[src/rtl/iclarke_seq_if.sv]
// iclarke_seq_if: valid/ready stream bundle for the inverse Clarke sequencer.
//   in_valid/in_ready/alpha/beta   : sample request (upstream -> block)
//   out_valid/out_ready/a/b/c/sat  : phase result (block -> downstream)
// master = the side that feeds samples and consumes results; slave = the block.
interface iclarke_seq_if #(
    parameter int D_WIDTH = 32
);
    logic                      in_valid;
    logic                      in_ready;
    logic signed [D_WIDTH-1:0] alpha;
    logic signed [D_WIDTH-1:0] beta;
    logic                      out_valid;
    logic                      out_ready;
    logic signed [D_WIDTH-1:0] a;
    logic signed [D_WIDTH-1:0] b;
    logic signed [D_WIDTH-1:0] c;
    logic                      sat;

    modport master (
        output in_valid, alpha, beta, out_ready,
        input  in_ready, out_valid, a, b, c, sat
    );

    modport slave (
        input  in_valid, alpha, beta, out_ready,
        output in_ready, out_valid, a, b, c, sat
    );
endinterface

[src/rtl/iclarke_seq.sv]
// iclarke_seq: multi-cycle inverse Clarke transform (alpha, beta) -> (a, b, c).
//   a = alpha, b = sat(-alpha/2 + k*beta), c = sat(-alpha/2 - k*beta), k = sqrt(3)/2.
//   One shared signed multiply (MUL state), sums and clamp (SUM state), result
//   held until downstream takes it (HOLD state).
// Ports:
//   clk  : clock, rising edge
//   rst  : asynchronous active-high reset
//   bus  : iclarke_seq_if.slave (in_valid/in_ready/alpha/beta,
//          out_valid/out_ready/a/b/c/sat)
module iclarke_seq #(
    parameter int          D_WIDTH   = 32,
    parameter int          Q_BITS    = 10,
    parameter int unsigned K_SQRT3_2 = 887
) (
    input  logic          clk,
    input  logic          rst,
    iclarke_seq_if.slave  bus
);
    localparam int PW = 2 * D_WIDTH;
    localparam int SW = D_WIDTH + 2;

    // Constant held in a full-width signed container so the product is signed.
    localparam logic signed [PW-1:0]      KW   = PW'(K_SQRT3_2);
    localparam logic signed [SW-1:0]      SMAX = {3'b000, {(D_WIDTH-1){1'b1}}};
    localparam logic signed [SW-1:0]      SMIN = {3'b111, {(D_WIDTH-1){1'b0}}};
    localparam logic signed [D_WIDTH-1:0] DMAX = {1'b0, {(D_WIDTH-1){1'b1}}};
    localparam logic signed [D_WIDTH-1:0] DMIN = {1'b1, {(D_WIDTH-1){1'b0}}};

    typedef enum logic [1:0] {IDLE, MUL, SUM, HOLD} state_t;

    state_t state, state_nx;

    logic signed [D_WIDTH-1:0] alpha_r, beta_r;
    logic signed [D_WIDTH:0]   m_r;
    logic signed [D_WIDTH-1:0] a_r, b_r, c_r;
    logic                      sat_r;

    // Datapath signals
    logic signed [PW-1:0]      prod;
    logic signed [D_WIDTH:0]   m_nx;
    logic signed [D_WIDTH-1:0] h;
    logic signed [SW-1:0]      hx, mx, sb, sc;
    logic signed [D_WIDTH-1:0] b_nx, c_nx;
    logic                      b_clip, c_clip;

    // ---------------- FSM ----------------
    always_ff @(posedge clk or posedge rst) begin
        if (rst) state <= IDLE;
        else     state <= state_nx;
    end

    always_comb begin
        state_nx = state;
        unique case (state)
            IDLE:    if (bus.in_valid) state_nx = MUL;
            MUL:     state_nx = SUM;
            SUM:     state_nx = HOLD;
            HOLD:    if (bus.out_ready) state_nx = IDLE;
            default: state_nx = IDLE;
        endcase
    end

    assign bus.in_ready  = (state == IDLE);
    assign bus.out_valid = (state == HOLD);

    // ---------------- datapath ----------------
    always_comb begin
        // Single multiplier instance; >>> floors, then keep D_WIDTH+1 bits
        // so k*beta for full-scale beta still fits.
        prod = $signed({{D_WIDTH{beta_r[D_WIDTH-1]}}, beta_r}) * KW;
        m_nx = (D_WIDTH+1)'(prod >>> Q_BITS);

        h  = alpha_r >>> 1;
        hx = $signed({{2{h[D_WIDTH-1]}}, h});
        mx = $signed({m_r[D_WIDTH], m_r});
        sb = mx - hx;
        sc = -hx - mx;

        b_clip = (sb > SMAX) || (sb < SMIN);
        c_clip = (sc > SMAX) || (sc < SMIN);
        b_nx   = (sb > SMAX) ? DMAX : (sb < SMIN) ? DMIN : D_WIDTH'(sb);
        c_nx   = (sc > SMAX) ? DMAX : (sc < SMIN) ? DMIN : D_WIDTH'(sc);
    end

    always_ff @(posedge clk or posedge rst) begin
        if (rst) begin
            alpha_r <= '0;
            beta_r  <= '0;
            m_r     <= '0;
            a_r     <= '0;
            b_r     <= '0;
            c_r     <= '0;
            sat_r   <= 1'b0;
        end else begin
            if (state == IDLE && bus.in_valid) begin
                alpha_r <= bus.alpha;
                beta_r  <= bus.beta;
            end
            if (state == MUL) m_r <= m_nx;
            // Outputs only move on SUM->HOLD; they persist after the handshake.
            if (state == SUM) begin
                a_r   <= alpha_r;
                b_r   <= b_nx;
                c_r   <= c_nx;
                sat_r <= b_clip | c_clip;
            end
        end
    end

    assign bus.a   = a_r;
    assign bus.b   = b_r;
    assign bus.c   = c_r;
    assign bus.sat = sat_r;
endmodule

[src/flat_wrapper.sv]
// flat-port wrapper written by rule: the top's interface ports become plain ports
module iclarke_seq_flat 
#(
    parameter int          D_WIDTH   = 32,
    parameter int          Q_BITS    = 10,
    parameter int unsigned K_SQRT3_2 = 887
)
  (clk, rst, bus_in_valid, bus_alpha, bus_beta, bus_out_ready, bus_in_ready, bus_out_valid, bus_a, bus_b, bus_c, bus_sat);
  iclarke_seq_if #(.D_WIDTH(D_WIDTH)) bus_i ();
  input  logic clk;
  input  logic rst;
  input wire logic [$bits(bus_i.in_valid)-1:0] bus_in_valid;
  input wire logic [$bits(bus_i.alpha)-1:0] bus_alpha;
  input wire logic [$bits(bus_i.beta)-1:0] bus_beta;
  input wire logic [$bits(bus_i.out_ready)-1:0] bus_out_ready;
  output wire logic [$bits(bus_i.in_ready)-1:0] bus_in_ready;
  output wire logic [$bits(bus_i.out_valid)-1:0] bus_out_valid;
  output wire logic [$bits(bus_i.a)-1:0] bus_a;
  output wire logic [$bits(bus_i.b)-1:0] bus_b;
  output wire logic [$bits(bus_i.c)-1:0] bus_c;
  output wire logic [$bits(bus_i.sat)-1:0] bus_sat;
  assign bus_i.in_valid = bus_in_valid;
  assign bus_i.alpha = bus_alpha;
  assign bus_i.beta = bus_beta;
  assign bus_i.out_ready = bus_out_ready;
  assign bus_in_ready = bus_i.in_ready;
  assign bus_out_valid = bus_i.out_valid;
  assign bus_a = bus_i.a;
  assign bus_b = bus_i.b;
  assign bus_c = bus_i.c;
  assign bus_sat = bus_i.sat;
  iclarke_seq #(.D_WIDTH(D_WIDTH), .Q_BITS(Q_BITS), .K_SQRT3_2(K_SQRT3_2)) u_core (.clk(clk), .rst(rst), .bus(bus_i));
endmodule
[config.mk]
export PLATFORM = sky130hd
export DESIGN_NAME = iclarke_seq_flat
export DESIGN_NICKNAME = d
export VERILOG_FILES = /design/src/rtl/iclarke_seq_if.sv /design/src/rtl/iclarke_seq.sv /design/src/flat_wrapper.sv
export SDC_FILE = /design/constraint.sdc
export NUM_CORES = 1
export LEC_CHECK = 0
export CAP_MARGIN = 15
export CELL_PAD_IN_SITES_DETAIL_PLACEMENT = 0
export CELL_PAD_IN_SITES_GLOBAL_PLACEMENT = 2
export CORE_MARGIN = 1
export CORE_UTILIZATION = 42
export DETAILED_ROUTE_END_ITERATION = 8
export GPL_TIMING_DRIVEN = 0
export PLACE_DENSITY = 0.95
export SYNTH_ARGS = -nofsm -noshare
export SYNTH_HDL_FRONTEND = slang
export SYNTH_SLANG_ARGS = --single-unit
export TNS_END_PERCENT = 1
[constraint.sdc]
create_clock -name clk -period 10.99 [get_ports clk]
set_input_delay 1.6485 -clock clk [delete_from_list [all_inputs] [get_ports clk]]
set_output_delay 1.6485 -clock clk [all_outputs]
set_load 0.05 [all_outputs]
==> results.toml, run 1 <==
# yosys + openroad results
[critical_path]
arrival_ns = 6.51
reg2reg_slack_ns = 4.84
end_kind = "register"

[synth]
syn-num-nets = 2454
ys_ff = 196

[cells_and_area]
num_antenna_cells = 0
clockBufferCount = 17
final_cell_count_no_fill = 2769
design.final.nets = 2640
clock_area_share_pct = 2.60
comb_area_share_pct = 57.1

[global_route]
antenna_found_initial = 0
wire_length_of_the_first_global_routing_pass_mm = 76.6

[drt]
routed_via_density = 4.97
m1_wire_length_mm = 22.7
met3_layer_wire_length_in_the_routed_design_mm = 1.46

[timing]
finalCriticalPeriod_ns = 6.15
fmaxAchievable_mhz = 163

[place]
numPlacedInstances = 2738

[floorplan]
die_w_um = 217
initial_utilization_pct = 42.7
rows = 78
chip_area_mm2 = 0.0471

[min_path]
min_to = "u_core.bus.c[19]$_DFFE_PP0P_"
holdCritPathClass = "reg2reg"

[clock_network]
clock_tree_from_tritoncts = "yes"
cts.path.max_buffers = 2

[status]
outcome = "finished, final reports clean"
run 1: metrics by stage:
step	setup slack, ns	hold slack [ns]	area (um2)
after floorplan	4.00	0.474	19400
after global placement	1.62	0.483	21800
after detailed placement	4.86	0.487	21800
after CTS	4.84	0.503	22400
after global routing	4.49	0.518	22400
final	4.84	0.501	22400
run 1: synth_stat cells (5+ instances only):
cell | number | area share, %
xnor2_1 | 86 | 3.9
nor3_1 | 22 | 0.57
nor2_1 | 128 | 2.5
xor2_1 | 38 | 1.7
nor4_1 | 10 | 0.32
nand2b_1 | 11 | 0.35
and2_1 | 8 | 0.26
nand4b_1 | 5 | 0.23
o21bai_1 | 14 | 0.54
nor3b_1 | 9 | 0.35
mux2_2 | 100 | 5.8
o22a_1 | 58 | 2.6
nand2_1 | 71 | 1.4
nor2b_1 | 19 | 0.61
nand4_1 | 7 | 0.23
a21o_1 | 32 | 1.2
fa_1 | 170 | 18
o31ai_1 | 6 | 0.23
maj3_1 | 8 | 0.41
a21oi_1 | 98 | 2.5
inv_1 | 392 | 7.6
mux2i_1 | 12 | 0.62
clkbuf_1 | 35 | 0.68
a211oi_1 | 8 | 0.31
o21ai_0 | 53 | 1.4
o211ai_1 | 5 | 0.19
nand3_1 | 18 | 0.46
o21ai_1 | 6 | 0.15
dfrtp_1 | 196 | 25
a31oi_1 | 11 | 0.35
buf_2 | 9 | 0.23
and3_1 | 5 | 0.16
o21a_1 | 10 | 0.39
ha_1 | 245 | 16
run 1: logic make-up after synthesis:
family | count (synthesis) | synth area share [%]
muxes | 112 | 6.42
and+or+nand+nor | 334 | 8.24
xor gates and xnor gates | 124 | 5.60
AOI/OAI and AO/OA | 340 | 12.0
buffers and inverters | 442 | 8.69
DFF | 196 | 25.3
adders and majority gates | 423 | 33.8
run 1: worst max-delay path: stages (launching register included):
cell       delay (ns)
dfrtp_1          0.50
ha_1             0.30
inv_1            0.08
fa_1             0.56
inv_1            0.06
fa_1             0.46
fa_1             0.54
inv_1            0.05
fa_1             0.52
inv_1            0.04
ha_1             0.36
nand3_1          0.14
o211ai_1         0.10
o21a_1           0.21
o31ai_2          0.37
o221ai_1         0.27
a2111oi_0        0.56
nor2_1           0.17
a21o_1           0.23
a21o_1           0.19
xnor2_1          0.19
mux2i_1          0.10
run 1: how the worst max path moves through the flow:
stage,end
2_1_floorplan,u_core.alpha_r[0]$_DFFE_PP0P_
3_3_place_gp,u_core.bus.b[23]$_DFFE_PP0P_
3_5_place_dp,u_core.m_r[22]$_DFFE_PP0N_
4_1_cts,u_core.m_r[22]$_DFFE_PP0N_
5_1_grt,u_core.m_r[22]$_DFFE_PP0N_
6_report,u_core.m_r[22]$_DFFE_PP0N_
run 1: state kept, by name, summed over array words and instances, names as in the netlist:
register / cells
u_core.alpha_r: 32
u_core.m_r: 33
u_core.bus.a: 32
u_core.bus.sat: 1
u_core.beta_r: 32
u_core.bus.c: 32
u_core.bus.b: 32
u_core.state: 2
run 1: metal layers:
layer  up-vias  track usage (%)
li1       6858                -
met1      6650             28.4
met2       218             34.4
met3        34             3.26
met4         0             5.96
met5         -                0
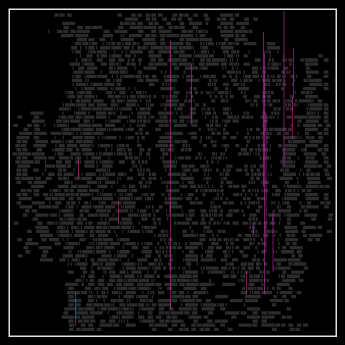
(run_1/met4.png)
(1.5 px per um) Cells faint in the background.
main direction: vertical
nets with wire on the layer: 9
wire length on this layer: 851 um
longest straight run: 180 um
share of all routed wire: 1.8%

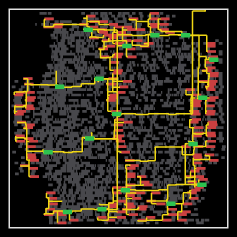
(run_1/clock_map.png)
(1 px per um)
[green] cells driving clock nets | count: 17
[yellow] clock wires | length: 2750 um
[red] flip-flops | count: 196
routed clock nets: 18

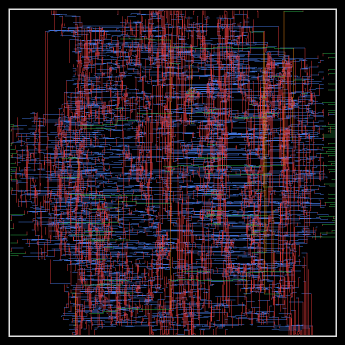
(run_1/metal_stack.png)
(1.5 px per um)
[orange] met4 | wire length: 851 um
[red] met2 | wire length: 21.5 mm
[blue] met1 | wire length: 22.7 mm
[green] met3 | wire length: 1460 um

==> run_1/zoom.png <==
Region (153, 44) to (173, 64) um. Cells in gray, sequential cells in the stronger gray; small squares are vias.
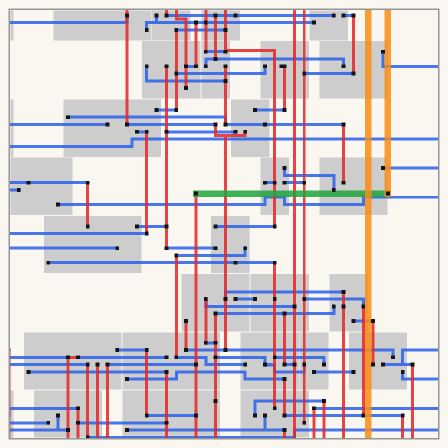

--- run 2 (diff from run 1) ---
--- a/config.mk
+++ b/config.mk
@@ -9,10 +9,10 @@
 export CELL_PAD_IN_SITES_DETAIL_PLACEMENT = 0
 export CELL_PAD_IN_SITES_GLOBAL_PLACEMENT = 2
 export CORE_MARGIN = 1
-export CORE_UTILIZATION = 42
+export CORE_UTILIZATION = 35
 export DETAILED_ROUTE_END_ITERATION = 8
 export GPL_TIMING_DRIVEN = 0
-export PLACE_DENSITY = 0.95
+export PLACE_DENSITY = 0.89
 export SYNTH_ARGS = -nofsm -noshare
 export SYNTH_HDL_FRONTEND = slang
 export SYNTH_SLANG_ARGS = --single-unit
==> constraint.sdc (replaced) <==
create_clock -name clk -period 5.4 [get_ports clk]
set_input_delay 0.81 -clock clk [delete_from_list [all_inputs] [get_ports clk]]
set_output_delay 0.81 -clock clk [all_outputs]
set_load 0.05 [all_outputs]
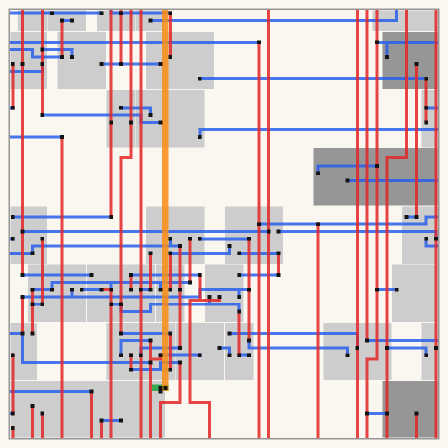
(run_2/zoom.png)
Region (168, 49) to (188, 69) um. Cells in gray, sequential cells in the stronger gray; small squares are vias.
[blue] met1
[orange] met4
[red] met2
[green] met3
cells with their middle in the window: 22
most frequent: nor2_1 (4), o21ai_0 (2), xnor2_1 (2)
netlist names of flops here include: `u_core.bus.c` (1)
sequential cells in the window: 1

==> run 2 against run 1 <==
  * The flow now finishes with violations (negative setup slack)
  * Final area increased by 6.6%
  * Worst hold slack got worse by 0.0026 ns
  * Area after synthesis unchanged
  * Largest cell class unchanged
  * Synthesized cell count unchanged
  * Maximum frequency increased by 12%
  * First-iteration DRC count decreased by 0.65%
  * Global-route usage decreased by 2.2 points
  * Clock-buffer cell count unchanged
  * Clock skew increased by 0.00095 ns
==> results.toml, run 2 <==
# yosys + openroad results
[cells_and_area]
final_area_mm2 = 0.0239
max_flop_register = "u_core.m_r"
largest_register_ff_count = 33
num_antenna_cells = 0
design.final.nets = 2697

[floorplan]
rows = 85
die_w_um = 237
chip_area_mm2 = 0.0564
initial_utilization_pct = 35.7

[critical_path]
arrival_ns = 5.83
path_cells = "buf_12 > ha_4 > inv_1 > fa_2 > inv_2 > fa_2 > fa_1 > inv_1 > fa_1 > inv_2 > ha_4 > nand3_1 > o211ai_1 > o21a_1 > o31ai_4 > o221ai_4 > a2111oi_4 > nor2_2 > buf_4 > buf_4 > buf_4 > xnor2_1 > mux2i_1"
critPathSlowestCell = "fa_2"
most_common_cell_type_on_the_critical_path = "buf_4"
cp_slowest_stage_delay_ns = 0.53
end_kind = "register"

[timing]
layout_setup_ws_ns = -0.0705
timing.final.setup_violations = 6
finalHoldWorstSlack_ns = 0.498

[synth]
yosys_top_cell_by_instances = "inv_1"
post_synth_most_frequent_cells = "inv_1 (392), ha_1 (245), dfrtp_1 (196)"
yosys.area.top_type = "dfrtp_1"
synth_top_area_share_pct = 25.3
ys_ff = 196
syn-num-nets = 2454
netlist_top_cells_area = "dfrtp_1 (25%), fa_1 (18%), ha_1 (16%), inv_1 (7.6%), mux2_2 (5.8%)"

[status]
outcome = "complete, but fails checks"
violations_in_the_final_reports = "negative setup slack"

[clock_network]
cts.path.max_buffers = 2

[place]
placed_cell_area_mm2 = 0.0221

[global_route]
wire_length_of_the_first_global_routing_pass_mm = 82.5
run 2: logic make-up (layout without fill, tap and decap cells):
kind of cell,count (synthesis),count (layout),share of synthesized area [%]
flops,196,196,25.3
xor+xnor,124,124,5.60
mux,112,112,6.42
compound gates,340,340,12.0
simple gates,334,334,8.24
fa+ha+maj,423,423,33.8
buf+inv,442,697,8.69
run 2: path summary, 6_finish.rpt:
| check | to | slack [ns] |
|---|---|---|
| worst max-delay path | u_core.m_r[20]$_DFFE_PP0N_ | -0.07 |
| worst min-delay path | u_core.bus.c[17]$_DFFE_PP0P_ | 0.50 |
| worst max register to register | u_core.m_r[20]$_DFFE_PP0N_ | -0.07 |
| worst min register to register | u_core.bus.c[17]$_DFFE_PP0P_ | 0.50 |
| max in group asynchronous | u_core.beta_r[31]$_DFFE_PP0P_ | 3.63 |
| min in group asynchronous | u_core.bus.a[2]$_DFFE_PP0P_ | 0.78 |
run 2: timing repair:
| action | CTS | global route |
|---|---|---|
| gates cloned | 0 | 0 |
| setup endpoints to repair | 18 | 12 |
| gates resized | 115 | 24 |
| setup buffers | 53 | 1 |
| pin swaps | 73 | 10 |
run 2: per-layer routing:
layer / part of all wire (%) / GRT usage [%] / up-vias
met2: 48 / 31.6 / 213
met3: 3.0 / 3.29 / 43
met4: 1.3 / 4.36 / 0
met1: 48 / 24.8 / 6820
met5: 0 / 0 / -
li1: - / - / 6966
run 2: cell type report:
| cell class | instances | area (um2) | share of cell area [%] |
|---|---|---|---|
| flip-flops and latches | 196 | 4940 | 20.7 |
| clock inverters | 14 | 168 | 0.701 |
| repair buffers | 224 | 2220 | 9.27 |
| inverters | 394 | 1480 | 6.20 |
| clock buffers | 17 | 425 | 1.78 |
| multi-input cells | 1333 | 13500 | 56.6 |
| plain buffers | 48 | 206 | 0.864 |
| well taps | 739 | 925 | 3.87 |
run 2: metrics by stage:
step                setup WS [ns]  cells
floorplan                -0.00797   1971
global placement           -0.759   2876
detailed placement         -0.742   2880
CTS                       -0.0297   2964
global route               -0.241   2965
finish                    -0.0705   2965
run 2: critical path: cells and delay by family (launching register included):
family	cells	cell delay, ns
AND-OR/OR-AND	5	1.27
XOR/XNOR	1	0.14
adder cells (fa/ha/maj)	6	2.46
buffers and inverters	8	0.70
flip-flops	1	0.45
multiplexers	1	0.09
AND/OR/NAND/NOR	2	0.21
--- run 3 (diff from run 2) ---
--- a/config.mk
+++ b/config.mk
@@ -10,6 +10,7 @@
 export CELL_PAD_IN_SITES_GLOBAL_PLACEMENT = 2
 export CORE_MARGIN = 1
 export CORE_UTILIZATION = 35
+export CTS_CLUSTER_SIZE = 28
 export DETAILED_ROUTE_END_ITERATION = 8
 export GPL_TIMING_DRIVEN = 0
 export PLACE_DENSITY = 0.89
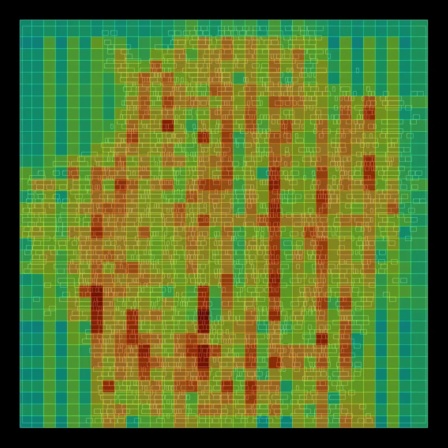
(run_3/final_congestion.png)
global routing met2 resource utilization: 31.6%
GRT busiest layer: met2

==> run 3 against run 2 <==
  * The flow still finishes with violations (negative setup slack)
  * Final area unchanged
  * Critical path depth unchanged
  * Non-clock buffer count is the same
  * Setup slack did not move
  * Final cell count did not move
  * Worst hold slack is the same
==> results.toml, run 3 <==
# yosys + openroad results
[status]
outcome = "complete, but fails checks"
violations_in_the_final_reports = "negative setup slack"

[critical_path]
most_common_cell_type_on_the_critical_path = "buf_4"
critical-path-top-delay-family = "adder cells"
reg2reg_slack_ns = -0.07
timing.critical_path.buf_inv = 8
cp_slowest_stage_delay_ns = 0.53

[synth]
yosys_top_cell_by_instances = "inv_1"
post_synth_fa_ha_maj_area_fraction_pct = 33.8
syn-num-nets = 2454
mux_area_share_pct = 6.42
ys_ff = 196
post_synth_most_frequent_cells = "inv_1 (392), ha_1 (245), dfrtp_1 (196)"
ys_sh_simple_pct = 8.23
yosys-dominant-comb-family = "adder cells"
netlist_top_cells_area = "dfrtp_1 (25%), fa_1 (18%), ha_1 (16%), inv_1 (7.6%), mux2_2 (5.8%)"

[timing]
timing.final.setup_violations = 6
layout_setup_ws_ns = -0.0705

[floorplan]
rows = 85
initial_utilization_pct = 35.7
chip_area_mm2 = 0.0564
die_w_um = 237

[cells_and_area]
largest_register_ff_count = 33
max_flop_register = "u_core.m_r"
design.final.nets = 2697

[clock_network]
cts.path.max_buffers = 2

[global_route]
wire_length_of_the_first_global_routing_pass_mm = 82.5

[place]
dp_slack_ns = -0.742
## run 3: cell counts in the layout (fill, tap and decap cells not counted)
Identical to the previous run, type by type.
## run 3: layer usage
| metal | share of wire [%] | wire length, um | global-route usage [%] |
|---|---|---|---|
| met3 | 3.0 | 1530 | 3.29 |
| met4 | 1.3 | 664 | 4.36 |
| met2 | 48 | 23900 | 31.6 |
| met5 | 0 | 0 | 0 |
| met1 | 48 | 24100 | 24.8 |
## run 3: how the worst max path moves through the flow
stage / from / endpoint / slack, ns / depth (start not counted)
CTS: u_core.beta_r[20]$_DFFE_PP0P_ / u_core.m_r[32]$_DFFE_PP0N_ / -0.03 / 21
global placement: u_core.beta_r[4]$_DFFE_PP0P_ / u_core.m_r[22]$_DFFE_PP0N_ / -0.76 / 20
global route: u_core.beta_r[12]$_DFFE_PP0P_ / u_core.m_r[21]$_DFFE_PP0N_ / -0.24 / 23
detailed placement: u_core.beta_r[4]$_DFFE_PP0P_ / u_core.m_r[22]$_DFFE_PP0N_ / -0.74 / 20
floorplan: u_core.beta_r[12]$_DFFE_PP0P_ / u_core.m_r[22]$_DFFE_PP0N_ / -0.008 / 21
finish: u_core.beta_r[11]$_DFFE_PP0P_ / u_core.m_r[20]$_DFFE_PP0N_ / -0.07 / 23
## run 3: through the flow
stage | hold WS [ns] | setup TNS (ns) | cell area, um2 | utilization (%)
after floorplan | 0.474 | -0.00797 | 19400 | -
after global placement | 0.483 | -6.30 | 22000 | 40.5
after detailed placement | 0.488 | -6.33 | 22100 | 40.6
after CTS | 0.504 | -0.0297 | 23800 | 43.7
after global routing | 0.513 | -1.90 | 23900 | 44.0
final | 0.498 | -0.239 | 23900 | 44.0
## run 3: repair_timing
action                     CTS  global route
setup endpoints to repair   18            12
pin swaps                   73            10
gates resized              115            24
setup buffers               53             1
## run 3: cell families after synthesis
logic type	count (synthesis)
AND-OR/OR-AND	340
XOR/XNOR	124
adder cells (fa/ha/maj)	423
buffers and inverters	442
flip-flops	196
multiplexers	112
AND/OR/NAND/NOR	334
## run 3: cell type report
class / count / area [um2]
clock buffers: 17 / 425
well taps: 739 / 925
clock inverters: 14 / 168
multi-input cells: 1333 / 13500
plain buffers: 48 / 206
repair buffers: 224 / 2220
fillers: 5223 / 30400
inverters: 394 / 1480
flip-flops and latches: 196 / 4940
